Run 1, logic cells by family:
Scale: 3 px per um.
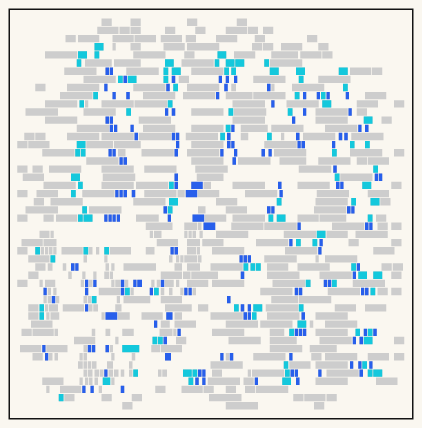
Run 1, cell density map:
Scale: 2 px per um. 13 x 14 tiles, from dark purple (low) to yellow (high), 0 to 100% covered.
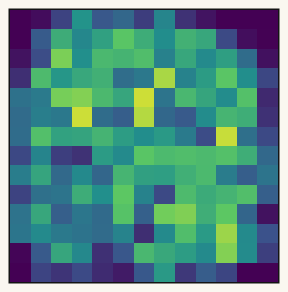
Run 1, clock nets:
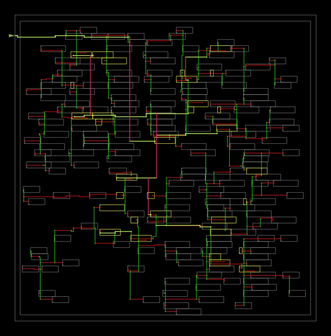
### src/rtl/bira_pkg.sv
// Shared types for the BIST -> BIRA fault-report path: field widths, fault record, reporter FSM.
package bira_pkg;

  localparam int unsigned ROW_W  = 10;
  localparam int unsigned COL_W  = 10;
  localparam int unsigned BANK_W = 2;
  localparam int unsigned FLAG_W = 8;
  localparam int unsigned KEY_W  = ROW_W + COL_W + BANK_W;

  typedef struct packed {
    logic [ROW_W-1:0]  row;
    logic [COL_W-1:0]  col;
    logic [BANK_W-1:0] bank;
    logic [FLAG_W-1:0] flag;
  } fault_rec_t;

  typedef enum logic [2:0] {IDLE, RUN, DRAIN, DONE, HALT} rep_state_t;

  // Location of a fault, ignoring which bits mismatched.
  function automatic logic [KEY_W-1:0] rec_key(input fault_rec_t r);
    return {r.row, r.col, r.bank};
  endfunction

endpackage

### src/rtl/bist_fault_reporter_fifo.sv
// Synchronous FIFO of fault records with flush and an OR-merge into the youngest entry.
module fault_fifo
  import bira_pkg::*;
#(
  parameter int unsigned DEPTH = 4
) (
  input  logic                   i_clk,
  input  logic                   i_rst,
  input  logic                   i_flush,
  input  logic                   i_push,
  input  fault_rec_t             i_data,
  input  logic                   i_pop,
  input  logic                   i_merge,
  input  logic [FLAG_W-1:0]      i_merge_flag,
  output fault_rec_t             o_data,
  output logic [$clog2(DEPTH):0] o_count
);

  localparam int unsigned PTR_W = $clog2(DEPTH);
  typedef logic [PTR_W:0] cnt_t;

  fault_rec_t       r_mem [DEPTH];
  logic [PTR_W-1:0] r_wr_ptr;
  logic [PTR_W-1:0] r_rd_ptr;
  logic [PTR_W:0]   r_count;
  logic [PTR_W-1:0] w_last_ptr;
  logic             w_push;
  logic             w_pop;

  assign w_push     = i_push && (r_count != cnt_t'(DEPTH));
  assign w_pop      = i_pop && (r_count != '0);
  assign w_last_ptr = r_wr_ptr - 1'b1;

  always_ff @(posedge i_clk) begin
    if (i_rst || i_flush) begin
      r_wr_ptr <= '0;
      r_rd_ptr <= '0;
      r_count  <= '0;
    end else begin
      if (w_push) r_wr_ptr <= r_wr_ptr + 1'b1;
      if (w_pop)  r_rd_ptr <= r_rd_ptr + 1'b1;
      if (w_push && !w_pop)      r_count <= r_count + 1'b1;
      else if (!w_push && w_pop) r_count <= r_count - 1'b1;
    end
  end

  always_ff @(posedge i_clk) begin
    if (w_push) begin
      r_mem[r_wr_ptr] <= i_data;
    end else if (i_merge) begin
      r_mem[w_last_ptr].flag <= r_mem[w_last_ptr].flag | i_merge_flag;
    end
  end

  assign o_data  = r_mem[r_rd_ptr];
  assign o_count = r_count;

endmodule

### src/rtl/bist_fault_reporter.sv
// Fault reporter toward BIRA: filters clean compares, queues faults, emits one per cycle.
// Optional FAULT_REPORTER_DEDUP_EN merges/drops repeated fault locations.
module bist_fault_reporter
  import bira_pkg::*;
#(
  parameter int unsigned FIFO_DEPTH = 4,
  parameter int unsigned CNT_W      = 8
) (
  input  logic              i_clk,
  input  logic              i_rst,
  input  logic              i_cmp_valid,
  output logic              o_cmp_ready,
  input  logic [ROW_W-1:0]  i_cmp_row,
  input  logic [COL_W-1:0]  i_cmp_col,
  input  logic [BANK_W-1:0] i_cmp_bank,
  input  logic [FLAG_W-1:0] i_cmp_mismatch,
  input  logic              i_march_done,
  input  logic              i_early_term,
  output logic              o_fault_detect,
  output logic [ROW_W-1:0]  o_row_add_out,
  output logic [COL_W-1:0]  o_col_add_out,
  output logic [FLAG_W-1:0] o_col_flag_out,
  output logic [BANK_W-1:0] o_bank_out,
  output logic              o_test_end,
  output logic              o_bist_halt,
  output logic [CNT_W-1:0]  o_fault_count
);

  localparam int unsigned FC_W = $clog2(FIFO_DEPTH) + 1;
  typedef logic [FC_W-1:0] fc_t;

  rep_state_t       r_state;
  logic             r_fault_detect;
  fault_rec_t       r_rec;
  logic             r_test_end;
  logic             r_bist_halt;
  logic [CNT_W-1:0] r_fault_count;

  fault_rec_t       w_in_rec;
  fault_rec_t       w_head;
  logic [FC_W-1:0]  w_count;
  logic             w_full;
  logic             w_empty;
  logic             w_active;
  logic             w_accept;
  logic             w_faulty;
  logic             w_pop;
  logic             w_push;
  logic             w_merge;
  logic             w_flush;

  assign w_in_rec = {i_cmp_row, i_cmp_col, i_cmp_bank, i_cmp_mismatch};
  assign w_full   = (w_count == fc_t'(FIFO_DEPTH));
  assign w_empty  = (w_count == '0);
  assign w_active = (r_state == RUN) || (r_state == DRAIN);

  assign o_cmp_ready = (r_state == RUN) && !w_full;
  assign w_accept    = i_cmp_valid && o_cmp_ready;
  assign w_faulty    = |i_cmp_mismatch;
  // An abort suppresses the pop so nothing new reaches the outputs after it.
  assign w_pop       = w_active && !i_early_term && !w_empty;
  assign w_flush     = w_active && i_early_term;

`ifdef FAULT_REPORTER_DEDUP_EN
  logic [KEY_W-1:0] r_push_key;
  logic             r_push_vld;
  fault_rec_t       r_emit;
  logic             r_emit_vld;
  logic             w_tail_live;
  logic             w_dup;

  // The youngest entry is mergeable unless it is the only one and is leaving now.
  assign w_tail_live = !w_empty && !(w_pop && (w_count == fc_t'(1)));
  assign w_merge = w_accept && w_faulty && r_push_vld && w_tail_live &&
                   (rec_key(w_in_rec) == r_push_key);
  assign w_dup   = w_accept && w_faulty && !w_merge && r_emit_vld && (w_in_rec == r_emit);
  assign w_push  = w_accept && w_faulty && !w_merge && !w_dup;

  always_ff @(posedge i_clk) begin
    if (i_rst) begin
      r_push_key <= '0;
      r_push_vld <= 1'b0;
      r_emit     <= '0;
      r_emit_vld <= 1'b0;
    end else begin
      if (w_flush) begin
        r_push_vld <= 1'b0;
      end else if (w_push) begin
        r_push_key <= rec_key(w_in_rec);
        r_push_vld <= 1'b1;
      end
      if (w_pop) begin
        r_emit     <= w_head;
        r_emit_vld <= 1'b1;
      end
    end
  end
`else
  assign w_merge = 1'b0;
  assign w_push  = w_accept && w_faulty;
`endif

  fault_fifo #(
    .DEPTH(FIFO_DEPTH)
  ) u_fifo (
    .i_clk        (i_clk),
    .i_rst        (i_rst),
    .i_flush      (w_flush),
    .i_push       (w_push),
    .i_data       (w_in_rec),
    .i_pop        (w_pop),
    .i_merge      (w_merge),
    .i_merge_flag (i_cmp_mismatch),
    .o_data       (w_head),
    .o_count      (w_count)
  );

  always_ff @(posedge i_clk) begin
    if (i_rst) begin
      r_state        <= IDLE;
      r_fault_detect <= 1'b0;
      r_rec          <= '0;
      r_test_end     <= 1'b0;
      r_bist_halt    <= 1'b0;
      r_fault_count  <= '0;
    end else begin
      r_fault_detect <= w_pop;
      r_rec          <= w_pop ? w_head : '0;
      if (w_pop && (r_fault_count != {CNT_W{1'b1}})) r_fault_count <= r_fault_count + 1'b1;
      case (r_state)
        IDLE: r_state <= RUN;
        RUN: begin
          if (i_early_term) begin
            r_state     <= HALT;
            r_bist_halt <= 1'b1;
          end else if (i_march_done) begin
            r_state <= DRAIN;
          end
        end
        DRAIN: begin
          if (i_early_term) begin
            r_state     <= HALT;
            r_bist_halt <= 1'b1;
          end else if (w_empty) begin
            r_state <= DONE;
          end
        end
        DONE: r_test_end <= 1'b1;
        HALT: begin
          r_test_end  <= 1'b1;
          r_bist_halt <= 1'b1;
        end
        default: r_state <= IDLE;
      endcase
    end
  end

  assign o_fault_detect = r_fault_detect;
  assign o_row_add_out  = r_rec.row;
  assign o_col_add_out  = r_rec.col;
  assign o_bank_out     = r_rec.bank;
  assign o_col_flag_out = r_rec.flag;
  assign o_test_end     = r_test_end;
  assign o_bist_halt    = r_bist_halt;
  assign o_fault_count  = r_fault_count;

endmodule
### config.mk
export PLATFORM = sky130hd
export DESIGN_NAME = bist_fault_reporter
export DESIGN_NICKNAME = d
export VERILOG_FILES = /design/src/rtl/bira_pkg.sv /design/src/rtl/bist_fault_reporter_fifo.sv /design/src/rtl/bist_fault_reporter.sv
export SDC_FILE = /design/constraint.sdc
export NUM_CORES = 1
export LEC_CHECK = 0
export ABC_AREA = 1
export CELL_PAD_IN_SITES_DETAIL_PLACEMENT = 0
export CELL_PAD_IN_SITES_GLOBAL_PLACEMENT = 1
export CORE_AREA = 2 2 132 134
export DETAILED_ROUTE_END_ITERATION = 10
export DIE_AREA = 0 0 134 136
export PLACE_DENSITY_LB_ADDON = 0.1
export SLEW_MARGIN = 10
export SYNTH_ARGS = -nofsm -noshare
export SYNTH_HDL_FRONTEND = slang
export SYNTH_SLANG_ARGS = --single-unit
export TNS_END_PERCENT = 20
### constraint.sdc
create_clock -name i_clk -period 2.55 [get_ports i_clk]
set_input_delay 0.3825 -clock i_clk [delete_from_list [all_inputs] [get_ports i_clk]]
set_output_delay 0.3825 -clock i_clk [all_outputs]
set_load 0.02 [all_outputs]
==> run summary, run 1 <==
The full implementation flow was run.

Routing resource usage on met3 recorded by global route was slightly below 5%. The run finished with clean final reports. Setup slack on the worst reg-to-reg path comes out at around 0.53 ns. The routed wire length stands at 13.3 mm. In the final layout, the share of cells above drive strength 1 is about 13%. By count the netlist is led by sky130_fd_sc_hd__nor2_1, sky130_fd_sc_hd__edfxtp_1, sky130_fd_sc_hd__o21ai_0, sky130_fd_sc_hd__dfxtp_1, sky130_fd_sc_hd__nand2_1. The largest fanout on the critical path stands at 5. The fraction of the cycle the final worst path needs stands at between 80% and 90%.

The final tally of setup violations stands at 0. In the hold timing report, the worst path depth is 2. The layout report lists the multi-input gate area as about 1700 um^2. The all-layer global routing usage stands at between 15 and 20%. The yosys synthesis chip area stands at between 6000 and 7000 um^2. Before any placement, the netlist area is recorded as between 6000 and 7000 um^2. Per the timing report, the most critical flop-to-flop path finishes at u_fifo.o_count[2].

The cell count of the worst reg-to-reg path stands at 12. Of the total power, the share spent switching nets is about 28%. During I/O placement, the number of pins put on the boundary was between 70 and 80. Per the CTS log, the maximum H-tree level is 4. The fraction of synthesized cell area taken by the top area cell type stands at 55.0%. 0 antenna diodes ended up in the layout.

The maximum number of pins on one net before global-route repair stands at between 60 and 70. On met1, the global router reports a usage of between 10% and 20%. The layout overhead on the synthesized area stands at 26.0%.

Per the synthesis report, the dominant area consumer among library cells is sky130_fd_sc_hd__edfxtp_1. The initial antenna violation count stands at 0. In the synthesized netlist the dominant register cell turns out to be sky130_fd_sc_hd__edfxtp_1. Across all layers, the routed design uses approximately 4,200 vias. The count of state elements after synthesis stands at roughly 170. The path class of the tightest hold or removal check is register to register.

In the final report, the number of pins over their slew limit comes to 0. For this design the total switching power over the nets is ~2.0 mW. The post-detailed-route via-to-cell ratio stands at ~4.7.

Of the synthesized area, sequential elements account for 70.5%. The global routing usage on met2 stands at a little over a quarter. In this run, the combinational gates consume a little under a fifth of the power. The wire length per cell after detailed routing stands at 14.9 um.

The wire length the detailed router placed on met1 stands at roughly 6.0 mm. Per report_power, the sequential group accounts for approximately 46% of the total. The quantity of hold-fixing buffers added after cts stands at 0.

The worst setup path is of the register to primary output kind. The post-route minimum period stands at ~2.1 ns. The number of buffers created by CTS stands at 17. Setup repair after global routing left no endpoint under its margin. The worst hold slack stands at approximately 0.48 ns.

Looking at the clock tree report, the root buffer type is sky130_fd_sc_hd__clkbuf_16. The worst setup path is captured at a primary output. In this run the remaining antenna-violating nets after routing total 0.

Routed signal wires occupy layers up through met4. The number of nets in the synthesized netlist stands at just over 600. Of all flip-flops after synthesis, the portion carrying an async set or reset was 0%. Per the hold report, the tightest min-delay path originates at o_bist_halt. The number of gates resized after CTS was 0. The via count of the first global-routing pass stands at ~4,200. The critical path endpoint has a required time of approximately 2.2 ns.

According to the report, the first pass of detailed routing completed in 5 iterations. The tool warning count for the run is 30. In the power breakdown, the internal column shows 5.32 mW. TritonCTS built the clock tree. The chip area stands at ~18,000 um^2. Summed over all nets, wire length on met2 after detailed routing comes to between 6 and 7 mm.

The power report puts the leakage power at 2.90 nW. sky130_fd_sc_hd__nor2_1 is the most common cell in the netlist. The number of distinct library cells after synthesis stands at 26. RePlAce ended its routability-driven mode at a weighted congestion of between 0.7 and 0.8. The total power of the final layout stands at between 7 and 8 mW.
## Picture notes: 'logic cells by family'
legend:
  cyan:
    family: aoi and oai cells
    cells: 105
    most_used: o21ai_0
    where: widely spread
  blue:
    family: nor cells
    cells: 162
    most_used: nor2_1
    where: widely spread
fraction of standard cell area in multi-input logic: 20.6%
Layout Cells excl Fill: 893
most frequent logic cell in the layout: sky130_fd_sc_hd__nor2_1

## Picture notes: 'cell density map'
nearly empty tiles: 5.5%
tiles over 75% full: 6.6%
fullest tile: 93%
mean over tiles: 44%
Initial Util: 38.8%
Final Core Density: 48.9%
standard cell core area: 16,900 um^2

## Picture notes: 'clock nets'
clk_skew: 0.0115 ns
number of clock sinks seen by CTS: 171
clock insertion delay at the later pin of the skew report: 0.42 ns
total clock network power: 2.59 mW
clock buffer count in the final layout: 22

[run 1: critical path, cell delays in order (launching register included)]
cell and delay [ns]:
sky130_fd_sc_hd__dfxtp_1 0.33, sky130_fd_sc_hd__inv_2 0.09, sky130_fd_sc_hd__nand3_1 0.13, sky130_fd_sc_hd__a21oi_1 0.15, sky130_fd_sc_hd__clkdlybuf4s50_1 0.62
[run 1: cells by family (layout without fill, tap and decap cells)]
group / Yosys count / in the layout / synth area share (%)
buffers and inverters: 60 / 157 / 3.95
and+or+nand+nor: 223 / 223 / 13.5
DFF: 171 / 171 / 70.5
AOI/OAI and AO/OA: 105 / 105 / 9.89
xor gates and xnor gates: 4 / 4 / 0.534
muxes: 1 / 1 / 0.153
adders and majority gates: 7 / 7 / 1.45
[run 1: layout make-up]
type                            instances  share of cell area, %
Timing Repair Buffer                   88                   11.1
Clock buffer                           22                   5.50
Tap cell                              225                   3.41
Inverter                               37                   1.71
Clock inverter                         10                   1.70
Sequential cell                       171                   56.0
Multi-Input combinational cell        340                   20.6
[run 1: how the worst max path moves through the flow]
stage / startpoint / end / slack, ns / cells past startpoint
2_1_floorplan: r_state[1] / u_fifo.r_mem[1][0] / -0.07 / 7
3_5_place_dp: i_cmp_mismatch[1] / u_fifo.o_count[2] / 0.06 / 12
3_3_place_gp: i_cmp_mismatch[1] / u_fifo.o_count[2] / 0.09 / 12
5_1_grt: r_state[1] / o_cmp_ready / 0.32 / 4
6_report: r_state[1] / o_cmp_ready / 0.43 / 4
4_1_cts: r_state[1] / o_cmp_ready / 0.40 / 4
[run 1: placed cells by master, fill, tap and decap left out, types with 6 or more instances in the layout]
cell type / n
sky130_fd_sc_hd__clkbuf_16: 17
sky130_fd_sc_hd__buf_4: 7
sky130_fd_sc_hd__a21oi_1: 10
sky130_fd_sc_hd__ha_1: 6
sky130_fd_sc_hd__inv_1: 31
sky130_fd_sc_hd__nand2_1: 46
sky130_fd_sc_hd__edfxtp_1: 120
sky130_fd_sc_hd__nand3_1: 12
sky130_fd_sc_hd__o21ai_0: 59
sky130_fd_sc_hd__nor2_1: 154
sky130_fd_sc_hd__a21oi_2: 29
sky130_fd_sc_hd__clkdlybuf4s50_1: 76
sky130_fd_sc_hd__dfxtp_1: 50
[run 1: stage by stage]
stage | instance area, um^2 | utilization, % | instances | worst slack [ns]
finish | 8260 | 48.9 | 893 | 0.426
global route | 8260 | 48.9 | 893 | 0.315
CTS | 8260 | 48.9 | 893 | 0.402
detailed placement | 7660 | 45.4 | 861 | 0.0624
global placement | 7660 | 45.4 | 861 | 0.0901
floorplan | 6560 | - | 571 | -0.0723
[run 1: sequential cells by signal, summed over array words and instances (netlist names)]
signal	flops
u_fifo.r_rd_ptr	2
o_bist_halt	1
o_test_end	1
o_col_flag_out	8
o_fault_count	8
o_fault_detect	1
o_bank_out	2
u_fifo.r_wr_ptr	2
o_row_add_out	10
o_col_add_out	10
u_fifo.o_count	3
u_fifo.r_mem	120
r_state	3
[run 1: power groups by stage]
stage	Clock, mW	Combinational, mW	Sequential [mW]
floorplan	0	0.874	3.47
global placement	0	1.41	3.41
detailed placement	0	1.43	3.41
CTS	2.65	1.44	3.35
global route	2.77	1.60	3.38
finish	2.59	1.41	3.35
--- run 2 (diff from run 1) ---
--- a/config.mk
+++ b/config.mk
@@ -8,9 +8,9 @@
 export ABC_AREA = 1
 export CELL_PAD_IN_SITES_DETAIL_PLACEMENT = 0
 export CELL_PAD_IN_SITES_GLOBAL_PLACEMENT = 1
-export CORE_AREA = 2 2 132 134
+export CORE_AREA = 2 2 128 130
 export DETAILED_ROUTE_END_ITERATION = 10
-export DIE_AREA = 0 0 134 136
+export DIE_AREA = 0 0 130 132
 export PLACE_DENSITY_LB_ADDON = 0.1
 export SLEW_MARGIN = 10
 export SYNTH_ARGS = -nofsm -noshare
==> constraint.sdc (replaced) <==
create_clock -name i_clk -period 2.05 [get_ports i_clk]
set_input_delay 0.3075 -clock i_clk [delete_from_list [all_inputs] [get_ports i_clk]]
set_output_delay 0.3075 -clock i_clk [all_outputs]
set_load 0.02 [all_outputs]
Run 2, wires at chosen ports, followed through buffers:
Scale: 3 px per um.
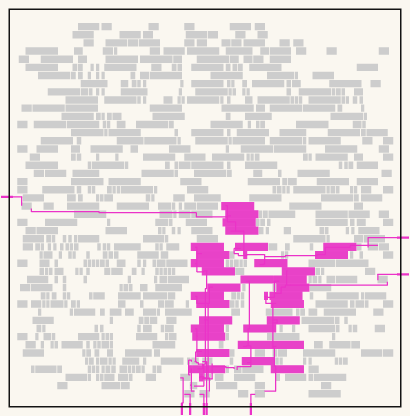
legend:
  magenta:
    port: i_cmp_mismatch
    bits: 8
    direction: input
    edge: 5 bottom, 2 right, 1 left
    end_cells: 36
    buffers: 12
    wire: 524 um
number of ports placed on the die boundary: 77
number of port buffers: 76

Run 2, clock nets:
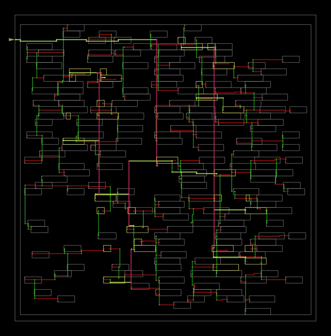
CTS Buf Count: 17
clock insertion delay at the later pin of the skew report: 0.43 ns
clk_skew: 0.00876 ns
sequential cell count: 171
total clock network power: 3.03 mW

Run 2, logic cells by family:
Scale: 4 px per um.
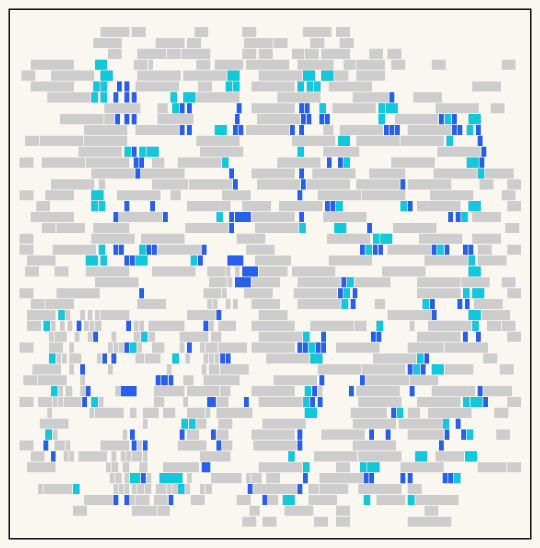
legend:
  blue:
    family: nor cells
    cells: 162
    most_used: nor2_1
    where: widely spread
  cyan:
    family: aoi and oai cells
    cells: 105
    most_used: o21ai_0
    where: widely spread
Layout Cells excl Fill: 899
fraction of standard cell area in multi-input logic: 20.4%

==> run 2 against run 1 <==
Core utilization grew 4.7 points. Setup slack got worse by 0.30 ns. Clock power is 17% higher. Register-to-register slack got worse by 0.40 ns. Clock skew decreased by 0.0027 ns. Non-clock buffer count increased by 15. Area after synthesis stayed put. Cell count increased by 0.67%. Flip-flop count stayed put.
==> run summary, run 2 <==
The full implementation flow was run.

The xor and xnor area share after synthesis is 0.534% (unchanged). The post-detailed-route via-to-cell ratio stands at 4.66 (about the same). The count of state elements after synthesis stands at 171 (unchanged). The logic area stands at 1720 um^2 (+0.88%). By instance count after routing, the leading logic cell type is sky130_fd_sc_hd__nor2_1. The highest clock rate stands at 521 MHz. Counting instances in the post-synthesis netlist gives the leading cell types as sky130_fd_sc_hd__nor2_1, sky130_fd_sc_hd__edfxtp_1, sky130_fd_sc_hd__o21ai_0, sky130_fd_sc_hd__dfxtp_1, sky130_fd_sc_hd__nand2_1. The worst setup path is captured at a register. According to the timing report, the arrival time at the worst endpoint equals 2.05 ns. The maximum number of pins on one net before global-route repair stands at 62 (-1.6%). In this design, the largest share of critical-path delay is due to buffers and inverters.

The total power of the final layout stands at 9.09 mW (+24%). The number of nets still failing antenna checks after routing came to 0 (unchanged). The cell area after placement stands at 7830 um^2 (+2.1%). The average cell area after synthesis stands at 11.5 um^2.

Among all stages on the critical path, the largest delay is contributed by sky130_fd_sc_hd__dfxtp_1. The fraction of synthesis flops using an asynchronous set or reset pin stands at 0% (unchanged). The measured slew at the worst slew-check pin stands at 0.671 ns. For the finished layout, the period the worst path requires is 1.92 ns. Global routing finished with a remaining overflow of 0. The critical path starts at r_state[1]. The critical path is of the register to register type. In this run the critical register-to-register path is launched from r_state[1]. The yosys synthesis chip area is 6560 um^2 (unchanged). The flow ran to the end, and the final reports show no timing, DRC or antenna violations. The critical path data required time stands at 2.18 ns (about the same). Once detailed placement completed, the half-perimeter wirelength came to roughly 8 mm.

Dividing total power by cell area gives a power density of 1080 nW/um^2. The fraction of the core area occupied by cells at floorplan came to 41.7% (+2.9 points). The largest fanout on the critical path stands at 17 (+12). The wire length per cell after detailed routing stands at 14.5 um (-2.8%).

The fraction of final layout cells sized beyond drive strength 1 was 16.1% (+3.2 points). The footprint of the flip-flops and latches stands at approximately 4600 um^2. The root buffer cell chosen for the clock tree is sky130_fd_sc_hd__clkbuf_16.

The clock-pin transition on the worst setup and hold timing paths stands at around 0.06 ns. STA reports the tightest min-delay check as being of type register to register. Between the synthesized netlist and the finished layout, the area growth was recorded as 28.5%.

The sequential area share after synthesis came to 70.5% (unchanged). The number of nets in the synthesized netlist stands at 613 (unchanged). The post-synthesis cell count from yosys stands at 571. The worst hold slack stands at 0.485 ns (+0.000380 ns). The first-pass detailed-route iteration total is 4 (-1). The synthesis run identifies the leading combinational cell family as simple AND/OR/NAND/NOR gates. The worst register-to-register path ends at u_fifo.r_mem[0][6].

According to the floorplan log, the row count is roughly 46. The startpoint identified for the worst hold timing path is o_bist_halt. The clock sink count stands at 171 (unchanged).

The post-synthesis instance total stands at 571. The instance count along the most critical hold path was 2 (unchanged). The total number of warnings across the stage logs is 30 (unchanged). The maximum single-stage delay on the critical path stands at 0.33 ns (-0.29 ns). The fraction of the mapped netlist area in simple logic gates came to 13.5% (unchanged). The die span in y stands at 132 um. The fraction of synthesized cell area taken by the top area cell type was 55.0% (unchanged).

The leakage power summed over all cells stands at 2.98 nW (+2.9%). The number of flip-flops under the largest register name stands at 120 (unchanged). TritonCTS built the clock tree. The final design instance area without fill is 8420 um^2 (+2.0%).

The final layout contains just over 700 nets. The normalized max-slew margin stands at 55.3%. The signal on the critical path passes through inv_2, nand3_4, inv_2, nand3_1, nor2_2, buf_4, buf_4, inv_1, nor2_4, buf_12. The cell area after technology mapping was 6560 um^2 (unchanged).

The count of buffer and inverter cells on the critical path stands at 6 (+4). Looking at the hold checks, the worst path lands on o_bist_halt. The detailed-route via count is 4,191 (+0.60%). The via count of the first global-routing pass was 4,201 (+0.095%). The number of diodes added for antenna fixing stands at 0 (unchanged). Ranked by total cell area, the synthesized netlist is headed by sky130_fd_sc_hd__edfxtp_1, sky130_fd_sc_hd__dfxtp_1, sky130_fd_sc_hd__nor2_1. The reg2reg setup slack stands at 0.13 ns (-0.40 ns). The cell count of the worst reg-to-reg path came to 10 (-2).

Among all flip-flop cells after synthesis, the most frequent one is sky130_fd_sc_hd__edfxtp_1. The final tally of setup violations stands at 0 (unchanged). The routed wire length is 13.0 mm (-2.2%). The all-layer global routing usage is 16.4% (+0.51 points).

The floorplan core area was 15,700 um^2 (-6.9%). The wire length of the first global-routing pass stands at around 21 mm. The top cell types in the final layout, fill and taps aside, are sky130_fd_sc_hd__nor2_1, sky130_fd_sc_hd__edfxtp_1, sky130_fd_sc_hd__clkdlybuf4s50_1, sky130_fd_sc_hd__o21ai_0, sky130_fd_sc_hd__dfxtp_1. The multiplexer area fraction after synthesis stands at 0.153% (unchanged). Per the synthesis report, the dominant area consumer among library cells is sky130_fd_sc_hd__edfxtp_1. u_fifo.r_mem holds more flip-flops than any other register.

The arithmetic-cell share of the synthesized area counting full adders, half adders and majority gates came to 1.45% (unchanged). Setup repair after global routing left no endpoint under its margin. The maximum level of the CTS H-tree was 4 (unchanged). The initial antenna violation count stands at 0 (unchanged). The chip area stands at 17,200 um^2 (-5.8%).

The number of distinct library cells after synthesis stands at 26 (unchanged). The number of slew-limit violations in the final report stands at 0 (unchanged). The global placer's final weighted congestion came to 0.757 (about the same). Looking at the gate-level netlist, the highest instance count belongs to sky130_fd_sc_hd__nor2_1. The area fraction in compound gates after synthesis stands at 9.89% (unchanged).

The fraction of the cycle the final worst path needs stands at 93.6%.
==> run 2: metrics by stage <==
step                utilization (%)  setup WS (ns)  std cells
finish                         53.6          0.130        899
global route                   53.6         0.0118        899
CTS                            53.4         0.0367        897
detailed placement             49.8         -0.344        865
global placement               49.8         -0.351        865
floorplan                         -         -0.109        571
==> run 2: what timing repair did <==
item	CTS	global route
hold buffers	0	0
pin swaps	0	1
endpoints found under the setup margin	1	1
resized	1	7
endpoints found under the hold margin	0	0
setup buffers	0	2
==> run 2: layout make-up <==
type / instances / area share (%)
flip-flops and latches: 171 / 55.0
multi-input cells: 340 / 20.4
repair buffers: 103 / 13.1
clock buffers: 17 / 5.05
well taps: 216 / 3.21
inverters: 37 / 1.68
clock inverters: 15 / 1.66
==> run 2: routing by layer <==
metal | vias up | share of wire (%) | GRT usage (%)
met5 | - | 0 | 0
met4 | 0 | 1.8 | 6.63
met3 | 18 | 3.7 | 3.61
met2 | 81 | 50 | 27.2
met1 | 1967 | 44 | 20.7
li1 | 2125 | - | -
==> run 2: worst reg2reg max path, stage by stage, from the launching register on <==
cell	delay (ns)
sky130_fd_sc_hd__dfxtp_1	0.33
sky130_fd_sc_hd__inv_2	0.11
sky130_fd_sc_hd__nand3_4	0.09
sky130_fd_sc_hd__inv_2	0.07
sky130_fd_sc_hd__nand3_1	0.09
sky130_fd_sc_hd__nor2_2	0.16
sky130_fd_sc_hd__buf_4	0.13
sky130_fd_sc_hd__buf_4	0.12
sky130_fd_sc_hd__inv_1	0.15
sky130_fd_sc_hd__nor2_4	0.20
sky130_fd_sc_hd__buf_12	0.19
==> run 2: worst max-delay path by stage <==
stage                                    end  slack [ns]  cells after the start
after global routing       u_fifo.o_count[2]        0.01                     12
after floorplan           u_fifo.r_mem[0][0]       -0.11                      7
after CTS                  u_fifo.o_count[2]        0.04                     12
after global placement     u_fifo.o_count[2]       -0.35                     12
final                     u_fifo.r_mem[0][6]        0.13                     10
after detailed placement   u_fifo.o_count[2]       -0.34                     12
==> run 2: logic make-up after synthesis <==
kind of cell               Yosys count
muxes                                1
AOI/OAI and AO/OA                  105
xor gates and xnor gates             4
buffers and inverters               60
and+or+nand+nor                    223
DFF                                171
adders and majority gates            7
==> run 2: report_power, final <==
group	total [mW]	internal (mW)	switching (mW)
Combinational	1.87	0.732	1.14
Clock	3.03	1.69	1.35
Sequential	4.18	4.04	0.143
Total	9.09	6.45	2.63
--- run 3 (diff from run 2) ---
--- a/config.mk
+++ b/config.mk
@@ -9,8 +9,10 @@
 export CELL_PAD_IN_SITES_DETAIL_PLACEMENT = 0
 export CELL_PAD_IN_SITES_GLOBAL_PLACEMENT = 1
 export CORE_AREA = 2 2 128 130
+export CTS_CLUSTER_SIZE = 25
 export DETAILED_ROUTE_END_ITERATION = 10
 export DIE_AREA = 0 0 130 132
+export GPL_TIMING_DRIVEN = 0
 export PLACE_DENSITY_LB_ADDON = 0.1
 export SLEW_MARGIN = 10
 export SYNTH_ARGS = -nofsm -noshare
Run 3, cell density map:
Scale: 2 px per um. 13 x 13 tiles, from dark purple (low) to yellow (high), 0 to 100% covered.
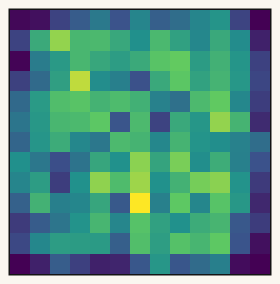
Initial Util: 41.7%
Final Core Density: 53.4%
standard cell core area: 15,700 um^2

Run 3, clock nets:
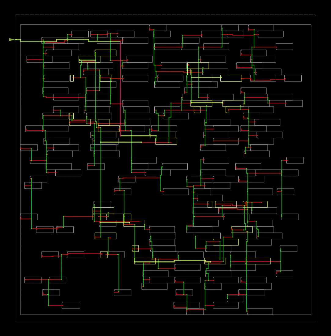
clk_skew: 0.0141 ns
total clock network power: 3.12 mW

Run 3, logic cells by family:
Scale: 4 px per um.
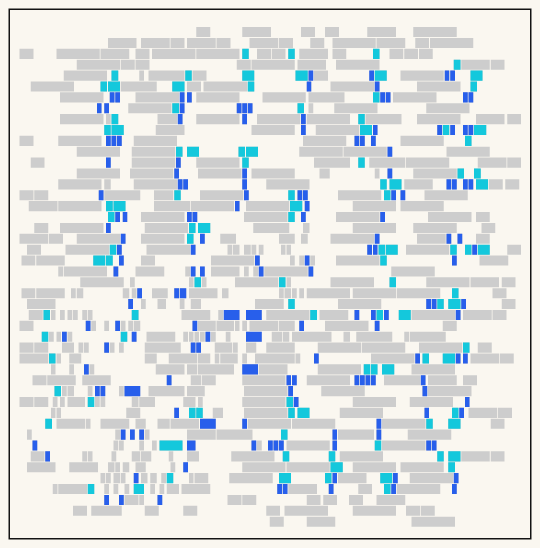
legend:
  blue:
    family: nor cells
    cells: 162
    most_used: nor2_1
    where: widely spread
  cyan:
    family: aoi and oai cells
    cells: 105
    most_used: o21ai_0
    where: widely spread
fraction of standard cell area in multi-input logic: 20.4%
Layout Cells excl Fill: 908

==> run 3 against run 2 <==
Critical path depth is 2 higher. Critical path type unchanged. Non-clock buffer count is 9 higher. Sequential power hardly changed. Via count is 1.0% higher. Combinational power is 2% higher. Register-to-register slack worse by 0.03 ns. Largest cell class unchanged. Die area stayed put. Flip-flop count stayed put. Core utilization is 0.17 points lower.
==> run summary, run 3 <==
The full implementation flow was run.

Setup repair after global routing could not meet its margin everywhere. The clock sink count was 171 (unchanged). Note that the worst hold path type here is input pin to register.

Among all flip-flop cells after synthesis, the most frequent one is sky130_fd_sc_hd__edfxtp_1. The count of state elements after synthesis stands at 171 (unchanged). The final tally of setup violations is 0 (unchanged). The number of diodes added for antenna fixing stands at 0 (unchanged).

The footprint of the flip-flops and latches stands at 4630 um^2 (about the same). By startpoint and endpoint, the worst setup path is classified as register to register. The ratio of total power to cell area stands at 1100 nW/um^2 (+1.6%). The initial antenna violation count came to 0 (unchanged). The number of slew-limit violations in the final report stands at 0 (unchanged). The post-route minimum period is 1.95 ns (+0.0329 ns). u_fifo.r_mem holds more flip-flops than any other register. The count of nets after finishing stands at 721 (+1.3%). The number of buffers created by CTS was 17 (unchanged). The highest clock rate stands at 512 MHz (-1.7%). The measured slew at the worst slew-check pin is 0.621 ns (-0.0496 ns).

The maximum level of the CTS H-tree stands at 4 (unchanged). The flow ran to the end, and the final reports show no timing, DRC or antenna violations. The logic area was 1720 um^2 (unchanged). The most common logic cell in the final layout is sky130_fd_sc_hd__nor2_1. The yosys synthesis chip area stands at 6560 um^2 (unchanged). The post-synthesis instance total stands at 571 (unchanged).

The worst voltage drop across the vdd grid stands at approximately 0.59 mV. The largest buffer count on any clock path stands at 2. Yosys reports that the most numerous cell types are sky130_fd_sc_hd__nor2_1, sky130_fd_sc_hd__edfxtp_1, sky130_fd_sc_hd__o21ai_0, sky130_fd_sc_hd__dfxtp_1, sky130_fd_sc_hd__nand2_1.

The all-layer global routing usage stands at 17.1% (+0.73 points). Max-cap violations in this run came to 0. The arrival time reported for the critical path endpoint came to 2.26 ns (+0.21 ns). The global placer's final weighted congestion is 0.779 (+2.9%).

The boundary pin count stands at 77 (unchanged). STA classifies the critical path startpoint as a register. The fraction of the cycle the final worst path needs stands at 95.2% (+1.6 points).

The final hold violation count stands at 0. The post-synthesis cell count from yosys came to 571 (unchanged). The die is roughly 130 um wide. The detailed-route via count stands at 4,234 (+1.0%). The maximum number of pins on one net before global-route repair stands at 23 (-63%). The wire length per cell after detailed routing was 15.2 um (+5.0%).

The total negative setup slack stands at 0 ns. The critical path data required time came to 2.35 ns (+0.17 ns). The fraction of synthesized cell area taken by the top area cell type stands at 55.0% (unchanged).

The number of nets still failing antenna checks after routing stands at 0 (unchanged). The cell area after technology mapping came to 6560 um^2 (unchanged). The first-pass detailed-route iteration total is 4 (unchanged). The fraction of final layout cells sized beyond drive strength 1 was 14.7% (-1.4 points). The clock-pin transition on the worst setup and hold timing paths is 0.06 ns (about the same). TritonCTS built the clock tree. From synthesis to final layout, the design area changed by 28.1%. The fraction of synthesis flops using an asynchronous set or reset pin stands at 0% (unchanged).

The average cell area after synthesis came to 11.5 um^2 (unchanged). The site row count stands at 46 (unchanged). The largest fanout on the critical path stands at 5 (-12).

The global routing usage on met2 is 28.2% (+1.0 points). The number of enable-type register cells in the synthesized netlist stands at about 120. The routed wire length came to 13.8 mm (+6.1%). Ranking logic cells in the layout by count gives the top entries sky130_fd_sc_hd__nor2_1, sky130_fd_sc_hd__edfxtp_1, sky130_fd_sc_hd__clkdlybuf4s50_1, sky130_fd_sc_hd__o21ai_0, sky130_fd_sc_hd__dfxtp_1. Ranked by total cell area, the synthesized netlist is headed by sky130_fd_sc_hd__edfxtp_1, sky130_fd_sc_hd__dfxtp_1, sky130_fd_sc_hd__nor2_1. The routed layout reports a DRC error count of 0. The total number of warnings across the stage logs stands at 32 (+6.7%). The sequential area share after synthesis was 70.5% (unchanged). The normalized max-slew margin stands at 58.6% (+3.3 points). STA classifies the critical path endpoint as a register. The quantity of hold-fixing buffers added after cts was 0 (unchanged). The number of distinct library cells after synthesis stands at 26 (unchanged). Sorting the synthesis cell report by count puts at the top sky130_fd_sc_hd__nor2_1. Global route summary, busiest routing layer listed as met2. The die span in y stands at 132 um (unchanged). In this run, the number of DRC markers left after iteration 0 of detailed routing was about 200.

sky130_fd_sc_hd__edfxtp_1 takes more of the synthesized area than any other cell. The number of port buffers stands at 75 (-1.3%). The post-detailed-route via-to-cell ratio stands at 4.66 (about the same). The cell area after placement came to 7700 um^2 (-1.6%). The wire length of the first global-routing pass stands at 21.9 mm (+2.5%). The total global routing overflow was 0 (unchanged). The number of flip-flops under the largest register name is 120 (unchanged). The detailed-placement wirelength estimate came to 8.60 mm (+6.1%). The clock latency on the worst-skew pair stands at 0.42 ns (about the same). The met1 track demand over resource in global routing came to 21.7% (+0.95 points).

The final design instance area without fill stands at 8400 um^2 (-0.31%). The tree is rooted in a sky130_fd_sc_hd__clkbuf_16. The met3 track utilization from global routing is 4.71% (+1.1 points). The chip area came to 17,200 um^2 (unchanged).

The layout has between 1,000 and 1,500 filler cells. The synthesis warning total stands at 0. The number of nets in the synthesized netlist came to 613 (unchanged). The via count of the first global-routing pass stands at 4,178 (-0.55%).

The leakage power summed over all cells stands at 2.98 nW (about the same).
==> run 3: cell counts after synthesis <==
No cell type changed its count.
==> run 3: cells by family (layout without fill, tap and decap cells) <==
family          after synthesis  count (layout)  share of synthesized area (%)
simple gates                223             223                           13.5
flops                       171             171                           70.5
compound gates              105             105                           9.89
buf+inv                      60             181                           3.95
fa+ha+maj                     7               7                           1.45
xor+xnor                      4               4                          0.534
mux                           1               1                          0.153
==> run 3: path summary, 6_finish.rpt <==
kind,to,from,cells after the start,slack (ns)
min reg2reg,o_bist_halt,o_bist_halt,2,0.48
min,o_bist_halt,i_rst,2,0.24
max reg2reg,u_fifo.o_count[2],r_state[1],12,0.1
max,u_fifo.o_count[2],r_state[1],12,0.1
==> run 3: power breakdown <==
group	total (mW)	leakage (nW)	switching (mW)	internal (mW)
Sequential	4.17	1.50	0.135	4.03
Clock	3.12	0.278	1.26	1.87
Combinational	1.91	1.21	1.20	0.714
Total	9.21	2.98	2.59	6.61
==> run 3: per-stage QoR <==
stage	instances	setup WS, ns	utilization [%]	hold WS [ns]	total power, mW
floorplan	571	-0.109	-	0.406	5.41
global placement	862	-1.35	48.3	0.458	5.98
detailed placement	866	-0.636	49.0	0.469	6.08
CTS	900	-0.0807	53.0	0.227	9.24
global route	908	-0.0611	53.4	0.249	9.71
finish	908	0.0974	53.4	0.238	9.21
==> run 3: what timing repair did <==
item | in CTS | in global routing
buffers inserted | 2 | 8
cloned | 0 | 0
pin swaps | 2 | 3
resized | 2 | 5
setup endpoints to repair | 95 | 46
==> run 3: layout make-up <==
| class | instances | area share, % |
|---|---|---|
| tap | 216 | 3.22 |
| timing repair buffer | 89 | 11.3 |
| sequential | 171 | 55.1 |
| clock buffer | 23 | 5.57 |
| inverter | 37 | 1.68 |
| multi-input combinational | 340 | 20.4 |
| clock inverter | 9 | 1.33 |
| buffer | 23 | 1.40 |
==> run 3: critical path: stages (launching register included) <==
cell and delay, ns:
sky130_fd_sc_hd__dfxtp_1 0.33, sky130_fd_sc_hd__inv_2 0.10, sky130_fd_sc_hd__nand3_2 0.11, sky130_fd_sc_hd__inv_2 0.08
sky130_fd_sc_hd__nand3_2 0.08, sky130_fd_sc_hd__nor2_4 0.12, sky130_fd_sc_hd__ha_1 0.14, sky130_fd_sc_hd__inv_1 0.06
sky130_fd_sc_hd__fa_1 0.38, sky130_fd_sc_hd__a21oi_1 0.14, sky130_fd_sc_hd__o21ai_1 0.09, sky130_fd_sc_hd__xor2_1 0.14
sky130_fd_sc_hd__nor2_1 0.05
==> run 3: routing by layer <==
layer | wire (um) | vias to the layer above | part of all wire (%)
met5 | 0 | - | 0
met4 | 119 | 0 | 0.86
met3 | 701 | 8 | 5.1
li1 | - | 2138 | -
met2 | 7120 | 98 | 52
met1 | 5870 | 1990 | 43
No activity file was given, so power comes from the tool's default toggle rates.
